==> run_1/clock_nets.png <==
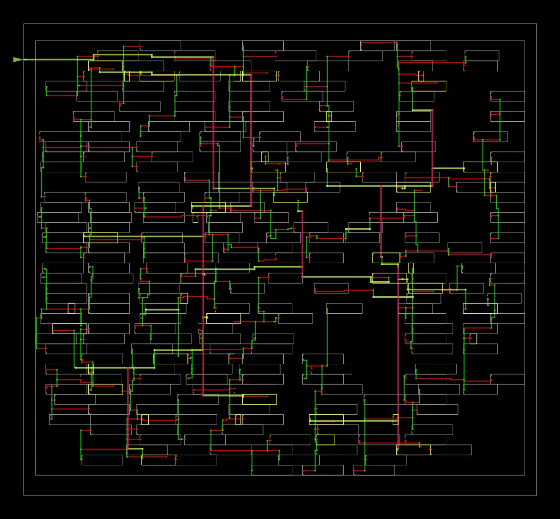
==> run_1/class_map.png <==
Drawn at 2 px/um.
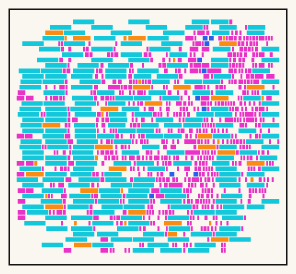
==> run_1/util_map.png <==
Drawn at 3 px/um. The die is cut into 14 by 13 equal tiles; black is low, pale yellow is high, 0 to 100% covered.
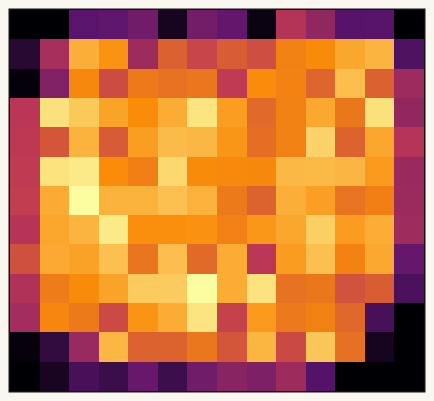
==> run_1/pinout.png <==
Drawn at 3 px/um. Pins as bars across the die edge, other pins in grey.
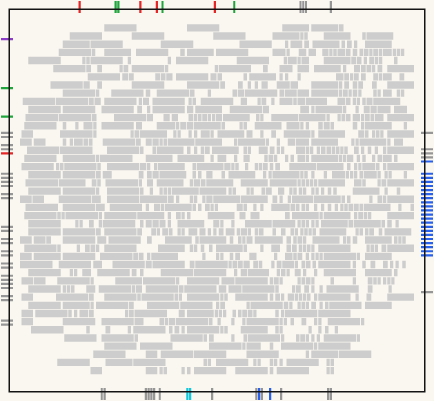
### config.mk
export PLATFORM = sky130hd
export DESIGN_NAME = text_cmd_issuer
export DESIGN_NICKNAME = d
export VERILOG_FILES = /design/src/rtl/text_cmd_pkg.sv /design/src/rtl/text_req_fifo.sv /design/src/rtl/text_cmd_issuer.sv
export SDC_FILE = /design/constraint.sdc
export NUM_CORES = 1
export LEC_CHECK = 0
export ABC_AREA = 1
export CAP_MARGIN = 15
export CORE_AREA = 3 3 135 124
export DETAILED_ROUTE_END_ITERATION = 10
export DIE_AREA = 0 0 138 127
export DONT_BUFFER_PORTS = 1
export HOLD_SLACK_MARGIN = 0.05
export PLACE_DENSITY = 0.8
export SLEW_MARGIN = 15
export SYNTH_ARGS = -nofsm -noshare
export SYNTH_HDL_FRONTEND = slang
export SYNTH_SLANG_ARGS = --single-unit
export TNS_END_PERCENT = 20
### constraint.sdc
create_clock -name clk -period 5.6 [get_ports clk]
set_input_delay 0.84 -clock clk [delete_from_list [all_inputs] [get_ports clk]]
set_output_delay 0.84 -clock clk [all_outputs]
set_load 0.05 [all_outputs]
### src/rtl/text_cmd_pkg.sv
// rtl/text_cmd_pkg.sv - opcodes, request encoding, FSM states and FIFO entry layout for the text command issuer
package text_cmd_pkg;

  localparam int X_W = 6;
  localparam int Y_W = 5;

  localparam logic [7:0] OP_SET_X   = 8'd10;
  localparam logic [7:0] OP_SET_Y   = 8'd11;
  localparam logic [7:0] OP_WR_TEX  = 8'd12;
  localparam logic [7:0] OP_WR_PAL  = 8'd13;
  localparam logic [7:0] OP_CTRL_F4 = 8'd244;
  localparam logic [7:0] OP_CTRL_FC = 8'd252;
  localparam logic [7:0] OP_FLUSH   = 8'd253;
  localparam logic [7:0] OP_CTRL_FE = 8'd254;

  typedef enum logic [1:0] {
    REQ_PUT   = 2'd0,
    REQ_FLUSH = 2'd1,
    REQ_RAW   = 2'd2,
    REQ_RSVD  = 2'd3
  } req_op_e;

  typedef enum logic [2:0] {
    S_IDLE,
    S_SEND_X,
    S_SEND_Y,
    S_SEND_CHR,
    S_SEND_PAL,
    S_SEND_FLUSH,
    S_WAIT_IRQ
  } state_e;

  // PUT keeps {8'h00, char, pal} in payload; RAW keeps the whole command word there.
  typedef struct packed {
    req_op_e        op;
    logic [23:0]    payload;
    logic [X_W-1:0] x;
    logic [Y_W-1:0] y;
  } req_t;

  function automatic logic [23:0] cmd_word(input logic [7:0] opcode, input logic [15:0] data);
    return {opcode, data};
  endfunction

endpackage

### src/rtl/text_req_fifo.sv
// rtl/text_req_fifo.sv - request FIFO with registered count; read data is the current head entry
module text_req_fifo #(
  parameter int DEPTH = 4,
  parameter int WIDTH = 37
) (
  input  logic                     clk,
  input  logic                     rst,
  input  logic                     push_i,
  input  logic [WIDTH-1:0]         wdata_i,
  input  logic                     pop_i,
  output logic [WIDTH-1:0]         rdata_o,
  output logic                     full_o,
  output logic                     empty_o,
  output logic [$clog2(DEPTH):0]   count_o
);

  localparam int AW = $clog2(DEPTH);

  logic [WIDTH-1:0] mem_q [DEPTH];
  logic [AW-1:0]    wr_ptr_q, rd_ptr_q;
  logic [AW:0]      count_q;
  logic             do_push, do_pop;

  assign full_o  = (count_q == (AW+1)'(DEPTH));
  assign empty_o = (count_q == '0);
  assign count_o = count_q;
  assign do_push = push_i && !full_o;
  assign do_pop  = pop_i && !empty_o;
  assign rdata_o = mem_q[rd_ptr_q];

  always_ff @(posedge clk or posedge rst) begin
    if (rst) begin
      wr_ptr_q <= '0;
      rd_ptr_q <= '0;
      count_q  <= '0;
    end else begin
      if (do_push) wr_ptr_q <= wr_ptr_q + 1'b1;
      if (do_pop)  rd_ptr_q <= rd_ptr_q + 1'b1;
      count_q <= count_q + {{AW{1'b0}}, do_push} - {{AW{1'b0}}, do_pop};
    end
  end

  always_ff @(posedge clk) begin
    if (do_push) mem_q[wr_ptr_q] <= wdata_i;
  end

endmodule

### src/rtl/text_cmd_issuer.sv
// rtl/text_cmd_issuer.sv - serialises queued text requests into 24-bit command words with a start strobe
module text_cmd_issuer
  import text_cmd_pkg::*;
#(
  parameter int FIFO_DEPTH    = 4,
  parameter int FLUSH_TIMEOUT = 4095
) (
  input  logic           clk,
  input  logic           rst,
  input  logic           req_valid,
  output logic           req_ready,
  input  logic [1:0]     req_op,
  input  logic [X_W-1:0] req_x,
  input  logic [Y_W-1:0] req_y,
  input  logic [7:0]     req_char,
  input  logic [7:0]     req_pal,
  input  logic [23:0]    req_raw,
  output logic [23:0]    out,
  output logic           start,
  input  logic           done_irq,
  output logic           phase,
  output logic           busy,
  output logic           timeout_err
);

  localparam logic [11:0] TMO_LOAD = 12'(FLUSH_TIMEOUT);

  req_t wr_entry, head;
  logic fifo_full, fifo_empty, push, pop;
  logic [$clog2(FIFO_DEPTH):0] fifo_count;

  state_e         state_q, state_d;
  logic [23:0]    out_q, out_d;
  logic           start_q, start_d;
  logic           phase_q, phase_d;
  logic           terr_q, terr_d;
  logic [11:0]    cnt_q, cnt_d;
  logic [X_W-1:0] x_q, x_d;
  logic [Y_W-1:0] y_q, y_d;
  logic [7:0]     chr_q, chr_d;
  logic [7:0]     pal_q, pal_d;

  logic head_is_flush, head_is_plain_raw, dispatch_ok;

  always_comb begin
    wr_entry.op      = req_op_e'(req_op);
    wr_entry.payload = (req_op_e'(req_op) == REQ_RAW) ? req_raw : {8'h00, req_char, req_pal};
    wr_entry.x       = req_x;
    wr_entry.y       = req_y;
  end

  assign req_ready = !fifo_full && !rst;
  assign push      = req_valid && req_ready;

  text_req_fifo #(
    .DEPTH (FIFO_DEPTH),
    .WIDTH ($bits(req_t))
  ) u_fifo (
    .clk     (clk),
    .rst     (rst),
    .push_i  (push),
    .wdata_i (wr_entry),
    .pop_i   (pop),
    .rdata_o (head),
    .full_o  (fifo_full),
    .empty_o (fifo_empty),
    .count_o (fifo_count)
  );

  assign head_is_flush = (head.op == REQ_FLUSH) ||
                         ((head.op == REQ_RAW) && (head.payload[23:16] == OP_FLUSH));
  assign head_is_plain_raw = (head.op == REQ_RAW) && !head_is_flush;

  always_comb begin
    state_d     = state_q;
    out_d       = out_q;
    start_d     = 1'b0;
    phase_d     = phase_q;
    terr_d      = terr_q;
    cnt_d       = cnt_q;
    x_d         = x_q;
    y_d         = y_q;
    chr_d       = chr_q;
    pal_d       = pal_q;
    pop         = 1'b0;
    dispatch_ok = 1'b0;

    case (state_q)
      S_IDLE: dispatch_ok = !fifo_empty;
      S_SEND_X: begin
        out_d   = cmd_word(OP_SET_X, {7'b0, x_q, 3'b0});
        start_d = 1'b1;
        state_d = S_SEND_Y;
      end
      S_SEND_Y: begin
        out_d   = cmd_word(OP_SET_Y, {8'b0, y_q, 3'b0});
        start_d = 1'b1;
        state_d = S_SEND_CHR;
      end
      S_SEND_CHR: begin
        out_d   = cmd_word(OP_WR_TEX, {8'b0, chr_q});
        start_d = 1'b1;
        state_d = S_SEND_PAL;
      end
      S_SEND_PAL: begin
        out_d   = cmd_word(OP_WR_PAL, {8'b0, pal_q});
        start_d = 1'b1;
        state_d = S_IDLE;
        // A plain RAW would collide with this word on the output register; it waits one cycle.
        dispatch_ok = !fifo_empty && !head_is_plain_raw;
      end
      S_SEND_FLUSH: begin
        out_d   = cmd_word(OP_FLUSH, 16'h0000);
        start_d = 1'b1;
        phase_d = !phase_q;
        cnt_d   = TMO_LOAD;
        state_d = S_WAIT_IRQ;
      end
      S_WAIT_IRQ: begin
        if (done_irq) begin
          state_d = S_IDLE;
        end else begin
          cnt_d = cnt_q - 12'd1;
          if (cnt_q <= 12'd1) begin
            cnt_d   = 12'd0;
            terr_d  = 1'b1;
            state_d = S_IDLE;
          end
        end
      end
      default: state_d = S_IDLE;
    endcase

    if (dispatch_ok) begin
      pop = 1'b1;
      if (head.op == REQ_PUT) begin
        x_d     = head.x;
        y_d     = head.y;
        chr_d   = head.payload[15:8];
        pal_d   = head.payload[7:0];
        state_d = S_SEND_X;
      end else if (head_is_flush) begin
        state_d = S_SEND_FLUSH;
      end else if (head.op == REQ_RAW) begin
        out_d   = head.payload;
        start_d = 1'b1;
      end
    end
  end

  always_ff @(posedge clk or posedge rst) begin
    if (rst) begin
      state_q <= S_IDLE;
      out_q   <= '0;
      start_q <= 1'b0;
      phase_q <= 1'b0;
      terr_q  <= 1'b0;
      cnt_q   <= '0;
      x_q     <= '0;
      y_q     <= '0;
      chr_q   <= '0;
      pal_q   <= '0;
    end else begin
      state_q <= state_d;
      out_q   <= out_d;
      start_q <= start_d;
      phase_q <= phase_d;
      terr_q  <= terr_d;
      cnt_q   <= cnt_d;
      x_q     <= x_d;
      y_q     <= y_d;
      chr_q   <= chr_d;
      pal_q   <= pal_d;
    end
  end

  assign out         = out_q;
  assign start       = start_q;
  assign phase       = phase_q;
  assign timeout_err = terr_q;
  assign busy        = (state_q != S_IDLE) || (fifo_count != '0);

endmodule

==> flow_summary.yaml, run 1 <==
# synthesis and place-and-route metrics
run_status:
  status: "complete, no violations"
global_route:
  antenna_found_initial: 0
  grt_usage_pct: 23.8
  first_global_vias: 6613
  overflow: 0
  grt_pass1_wl_um: 33700
  grt_start_max_net_pins: 67
synth:
  syn_area_um2: 10000
  netlist_instances: 971
  ys_warn_count: 0
  synth.distinct_cells: 38
  synth.avg_cell_area_um2: 10.3
  ys_seq_share_pct: 63.4
  synthArstFlopShare_pct: 33.9
  synth-main-ff-cell: "edfxtp_1"
  yosys_cells: 971
  edf_count: 148
routing:
  wirelength_um: 21300
  drt_pass1_iterations: 5
  wl_per_cell_um: 18.0
  drcViolationCount: 0
  detail-route-antenna-nets: 0
  viasPerCell: 5.78
  drt-initial-drc-count: 639
  route.vias.total: 6822
timing:
  final.period_utilization_pct: 64.2
  timing.final.crit_period_ps: 3600
  max_slew_margin_pct: 26.8
  rsz0062_at_grt: "false"
  clock.fmax_mhz: 278
  final_hold_viol_count: 0
  finalSetupTns_ps: 0
  slew_viol_final: 0
  setup_viol: 0
floorplanning:
  dieArea_um2: 17500
  ios: 86
cts:
  cts_tree: "yes"
  cts_hold_buf: 0
  cts-root-buf: "clkbuf_16"
  clkTransAtPathRegs_ps: 60
  post-cts-setup-buffers: 0
  cts.sinks: 224
  cts-htree-levels: 1
  cts_buffer_depth: 3
placement:
  post-dp-hpwl_um: 13400
  dp.cells: 1139
cells_and_area:
  instances_no_fill: 1180
  num_antenna_cells: 0
  lay_top_count: "nand2_1"
  final_cell_mix: "nand2_1, edfxtp_1, inv_1"
  drive_gt1_share_pct: 8.38
power:
  total_power_mw: 5.96
  seqPwrFrac_pct: 42.3
  clockPowerShare_pct: 23.2
  pwr_density_cell_nw_per_um2: 551
worst_setup_path:
  crit_type: "flip-flop to flip-flop"
  r2r_slack_ps: 2000
  cp_data_required_time_ps: 5990
  start_kind: "flip-flop"
  crit_slowest_cell: "buf_4"
  crit_path_frequent_cell: "nand2_1"
  arrival_ps: 3990
  slowest_delay_ps: 550
  crit_path_end_kind: "flip-flop"
  cp_max_fo: 66
flow_run:
  cap_violations: 0
## Picture notes: clock_nets.png
Worst Skew: 18.4 ps
Late-Pin Clk Latency: 520 ps
Clock buffer cells: 31
sequential cell count: 224

## Picture notes: class_map.png
Key: clock drivers and dummy loads = orange [cells 41]; remaining buffers and delay cells = blue [cells 10]; remaining logic cells = magenta [cells 703]; registers = cyan [cells 224]
Floorplan Core Area: 15,400 um^2
Row Count: 43
Seq area share: 58.7%

## Picture notes: util_map.png
The fullest tile reaches 99%. 6.0% of the tiles are nearly empty. The mean over all tiles is 60%. The emptiest ninth of the die: bottom right.
final core occ: 70.2%
fp util: 65.0%

## Picture notes: pinout.png
Key: `req_y` = red [pins 5, direction input, edge 4 top, 1 left]; `req_x` = green [pins 6, direction input, edge 4 top, 2 left]; `out` = blue [pins 24, direction output, edge 22 right, 2 bottom]; `req_op` = cyan [pins 2, direction input, edge bottom]; `clk` = purple [pins 1, direction input, edge left]
buffers added on ports: 0
die extent in x: 138 um

run 1: stage by stage:
step	area (um^2)	util, %
floorplan	10000	-
global placement	10100	65.8
detailed placement	10100	65.8
CTS	10800	70.2
global route	10800	70.2
finish	10800	70.2
run 1: sequential cells by signal, indices dropped and copies added, names as in the netlist, 3 cells and up:
| name | cells |
|---|---|
| chr_q | 8 |
| cnt_q | 12 |
| out | 24 |
| pal_q | 8 |
| state_q | 3 |
| u_fifo.count_o | 3 |
| u_fifo.mem_q | 148 |
| x_q | 6 |
| y_q | 5 |
run 1: logic make-up after synthesis:
logic type,synth area share (%)
and+or+nand+nor,17.8
adders and majority gates,1.58
muxes,1.80
xor gates and xnor gates,0.525
AOI/OAI and AO/OA,8.20
buffers and inverters,6.65
DFF,63.4
run 1: power by group through the flow:
stage / Clock (mW) / Sequential (mW) / Combinational [mW]
3_3_place_gp: 0 / 2.54 / 1.95
4_1_cts: 1.40 / 2.52 / 2.03
6_report: 1.38 / 2.52 / 2.05
2_1_floorplan: 0 / 2.48 / 1.58
5_1_grt: 1.47 / 2.55 / 2.30
3_5_place_dp: 0 / 2.55 / 2.02
run 1: cell usage after synthesis (4+ instances only):
library cell | instances | area (um^2)
a21oi_1 | 19 | 95.1
a22o_1 | 6 | 52.6
a32oi_1 | 11 | 96.3
buf_2 | 19 | 95.1
buf_4 | 5 | 37.5
buf_6 | 4 | 45.0
clkbuf_1 | 16 | 60.1
dfrtp_1 | 76 | 1900
edfxtp_1 | 148 | 4440
ha_1 | 11 | 138
inv_1 | 111 | 417
mux2_2 | 16 | 180
nand2_1 | 258 | 968
nand3_1 | 37 | 185
nand4_1 | 31 | 194
nor2_1 | 75 | 282
o21ai_0 | 52 | 260
o21ai_1 | 20 | 100
o22ai_1 | 16 | 100
xnor2_1 | 4 | 35.0
run 1: layer usage:
metal  share of wire, %  global-route usage (%)
met3                8.7                    5.69
met1                 43                    33.1
met5                  0                       0
met4                1.7                    5.75
met2                 47                    38.8
run 1: final cells by class:
type | instances | area [um^2] | share of cell area (%)
tap | 202 | 253 | 2.34
clock buffer | 31 | 616 | 5.70
clock inverter | 10 | 61.3 | 0.567
sequential | 224 | 6350 | 58.7
timing repair buffer | 10 | 75.1 | 0.695
inverter | 114 | 428 | 3.96
multi-input combinational | 589 | 3030 | 28.0
run 1: path summary, 6_finish.rpt:
kind                                    start                  to  depth (start not counted)
min reg2reg                          pal_q[5]            pal_q[5]                          2
max reg2reg                u_fifo.rd_ptr_q[0]   u_fifo.count_o[2]                         16
max in group asynchronous                 rst  u_fifo.rd_ptr_q[0]                          2
max                        u_fifo.rd_ptr_q[0]   u_fifo.count_o[2]                         16
min                                       rst            cnt_q[6]                          1
min in group clk                     req_x[0]  u_fifo.mem_q[0][5]                          0
run 1: critical path, delay by kind of cell, from the launching register on:
family,cells,cell delay [ps]
XOR/XNOR,1,150
adder cells (fa/ha/maj),3,810
buffers and inverters,4,790
flip-flops,1,480
AND/OR/NAND/NOR,8,1250
==> run 2: changes to the inputs <==
CORE_AREA = 3 3 144 132   (was 3 3 135 124)
DIE_AREA = 0 0 147 135   (was 0 0 138 127)
PLACE_DENSITY = 0.75   (was 0.8)
clock period = 3.07 ns   (was 5.6 ns; I/O delays follow)
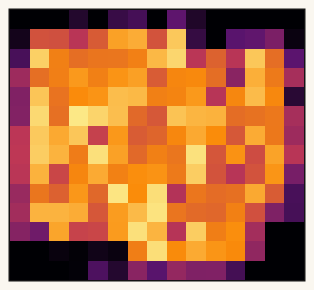
(run_2/util_map.png)
Drawn at 2 px/um. The die is cut into 15 by 14 equal tiles; black is low, pale yellow is high, 0 to 100% covered.
The fullest tile reaches 95%. 30% of the tiles are over 75% full. 12% of the tiles are nearly empty.
final core occ: 63.3%
fp util: 56.8%
Floorplan Core Area: 17,600 um^2

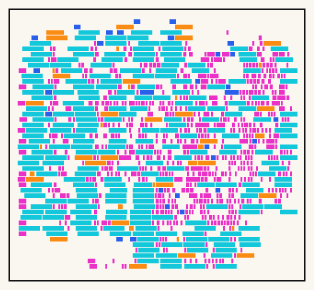
(run_2/class_map.png)
Drawn at 2 px/um.
Key: registers = cyan [cells 224]; remaining buffers and delay cells = blue [cells 29]; clock drivers and dummy loads = orange [cells 42]; remaining logic cells = magenta [cells 703]
Row Count: 46
Design Area, Final: 11,100 um^2

==> run 2 against run 1 <==
Effect of this change:
- via count down 0.63%
- largest power group unchanged
- highest routed layer unchanged
- cell count up 4.9%
- register-to-register slack worse by 1700 ps
- maximum frequency up 28%
- critical path type unchanged
- global-route usage down 2.0 points
- first-iteration DRC count down 11%
==> flow_summary.yaml, run 2 <==
# synthesis and place-and-route metrics
run_status:
  status: "complete, no violations"
cells_and_area:
  lay_top_count: "nand2_1"
  fillerInstances: 1426
  final_cell_mix: "nand2_1, edfxtp_1, inv_1"
  drive_gt1_share_pct: 9.12
  largest_reg_flops: 148
  top_register: "u_fifo.mem_q"
  num_antenna_cells: 0
routing:
  route.vias.total: 6779
  wirelength_um: 21500
  viasPerCell: 5.48
  drt_pass1_iterations: 7
  detail-route-antenna-nets: 0
  wl_per_cell_um: 17.4
  drcViolationCount: 0
  drt-initial-drc-count: 566
synth:
  common_cells: "nand2_1, edfxtp_1, inv_1"
  synthArstFlopShare_pct: 33.9
  ys_area_um2: 10000
  netlist_instances: 971
  ys_seq_share_pct: 63.4
  top_area_share_pct: 44.4
  ys_warn_count: 0
  edf_count: 148
  top_area_cell: "edfxtp_1"
  synth-main-ff-cell: "edfxtp_1"
  synth.avg_cell_area_um2: 10.3
  synth.area.top_cells: "edfxtp_1, dfrtp_1, nand2_1"
  syn_area_um2: 10000
  fp_nets: 1040
  synth.distinct_cells: 38
  yosys_cells: 971
  top_cell: "nand2_1"
cts:
  clk_latency_ps: 520
  post-cts-setup-buffers: 0
  cts_tree: "yes"
  cts_buffer_depth: 3
  cts_buffers: 23
  cts-root-buf: "clkbuf_16"
  clkTransAtPathRegs_ps: 60
  cts.sinks: 224
  cts-htree-levels: 1
timing:
  final.period_utilization_pct: 91.7
  slew_viol_final: 0
  setup_viol: 0
  timing.final.crit_period_ps: 2820
  rsz0062_at_grt: "false"
  clock.fmax_mhz: 355
  finalSetupTns_ps: 0
  final_hold_viol_count: 0
  fin_skew_ps: 10.2
  max_slew_margin_pct: 36.6
worst_setup_path:
  worstSetupStartpoint: "u_fifo.rd_ptr_q[1]"
  crit_type: "flip-flop to flip-flop"
  slowest_delay_ps: 390
  crit_slowest_cell: "dfrtp_1"
  cp_data_required_time_ps: 3470
  crit_path_end_kind: "flip-flop"
  start_kind: "flip-flop"
  cp_max_fo: 28
  cp_num_buf_inv: 4
  arrival_ps: 3220
  critPathTopFamily: "simple AND/OR/NAND/NOR gates"
  r2r_start: "u_fifo.rd_ptr_q[1]"
global_route:
  gr-max-usage-layer: "met2"
  grt_pass1_wl_um: 34700
  grtUsageMet2_pct: 34.5
  antenna_found_initial: 0
  first_global_vias: 6592
  grt_use_met3_pct: 4.80
  grt_usage_pct: 21.8
  overflow: 0
  grt_start_max_net_pins: 53
  grtUsageMet1_pct: 31.0
placement:
  post-dp-hpwl_um: 13800
  numPortBuffers: 0
  gp_congestion: 0.874
power:
  ir_drop_v: 0.000540
  pwr_density_cell_nw_per_um2: 999
  total_power_mw: 11.1
floorplanning:
  dieArea_um2: 19800
  die_x_um: 147
  ios: 86
worst_hold_path:
  min_from: "req_raw[23]"
  holdCritPathClass: "input pin to flip-flop"
flow_run:
  cap_violations: 0
run 2: cell families after synthesis:
| group | after synthesis | synth area share, % |
|---|---|---|
| xor gates and xnor gates | 6 | 0.525 |
| adders and majority gates | 12 | 1.58 |
| AOI/OAI and AO/OA | 138 | 8.20 |
| DFF | 224 | 63.4 |
| and+or+nand+nor | 417 | 17.8 |
| buffers and inverters | 158 | 6.65 |
| muxes | 16 | 1.80 |
run 2: area by class of cell:
cell class,instances,area (um^2),area share (%)
Clock buffer,30,643,5.77
Clock inverter,12,116,1.04
Inverter,114,434,3.90
Multi-Input combinational cell,589,3030,27.1
Sequential cell,224,6350,57.0
Tap cell,240,300,2.69
Timing Repair Buffer,29,278,2.49
run 2: per-stage QoR:
step	instance area (um^2)	instances	hold WS [ps]	setup WS (ps)	utilization, %
global placement	10200	1182	454	359	58.1
floorplan	10000	971	442	-584	-
global route	11100	1238	208	23.5	63.3
detailed placement	10200	1182	459	221	58.1
finish	11100	1238	213	254	63.3
CTS	11100	1238	200	185	63.2
run 2: worst paths after layout:
kind / end / slack (ps) / depth (start not counted)
max: u_fifo.count_o[2] / 250 / 15
min: u_fifo.mem_q[2][34] / 210 / 2
max reg2reg: u_fifo.count_o[2] / 250 / 15
min reg2reg: pal_q[4] / 470 / 2
max in group asynchronous: u_fifo.rd_ptr_q[0] / 1850 / 3
min in group asynchronous: out[17] / 520 / 2
run 2: repair_timing:
action,CTS,global route
gates resized,0,3
hold buffers,14,0
endpoints found under the setup margin,0,2
hold endpoints to repair,80,0
run 2: metal layers:
layer	share of wire (%)	wire, um	up-vias
li1	-	-	3291
met1	44	9410	3220
met2	45	9730	234
met3	8.5	1820	34
met4	2.5	528	0
met5	0	0	-
run 2: power by group:
part	total, mW	internal, mW	switching, mW
clock	2.78	1.65	1.13
combinational	3.76	1.11	2.65
sequential	4.59	3.87	0.718
run 2: worst register-to-register path, delay by kind of cell (launching register included):
family        cells  cell delay [ps]
xor+xnor          1              140
simple gates      7              820
flops             1              390
buf+inv           4              600
fa+ha+maj         3              760
Power figures rest on the tool's default switching activity, not on a simulated workload.
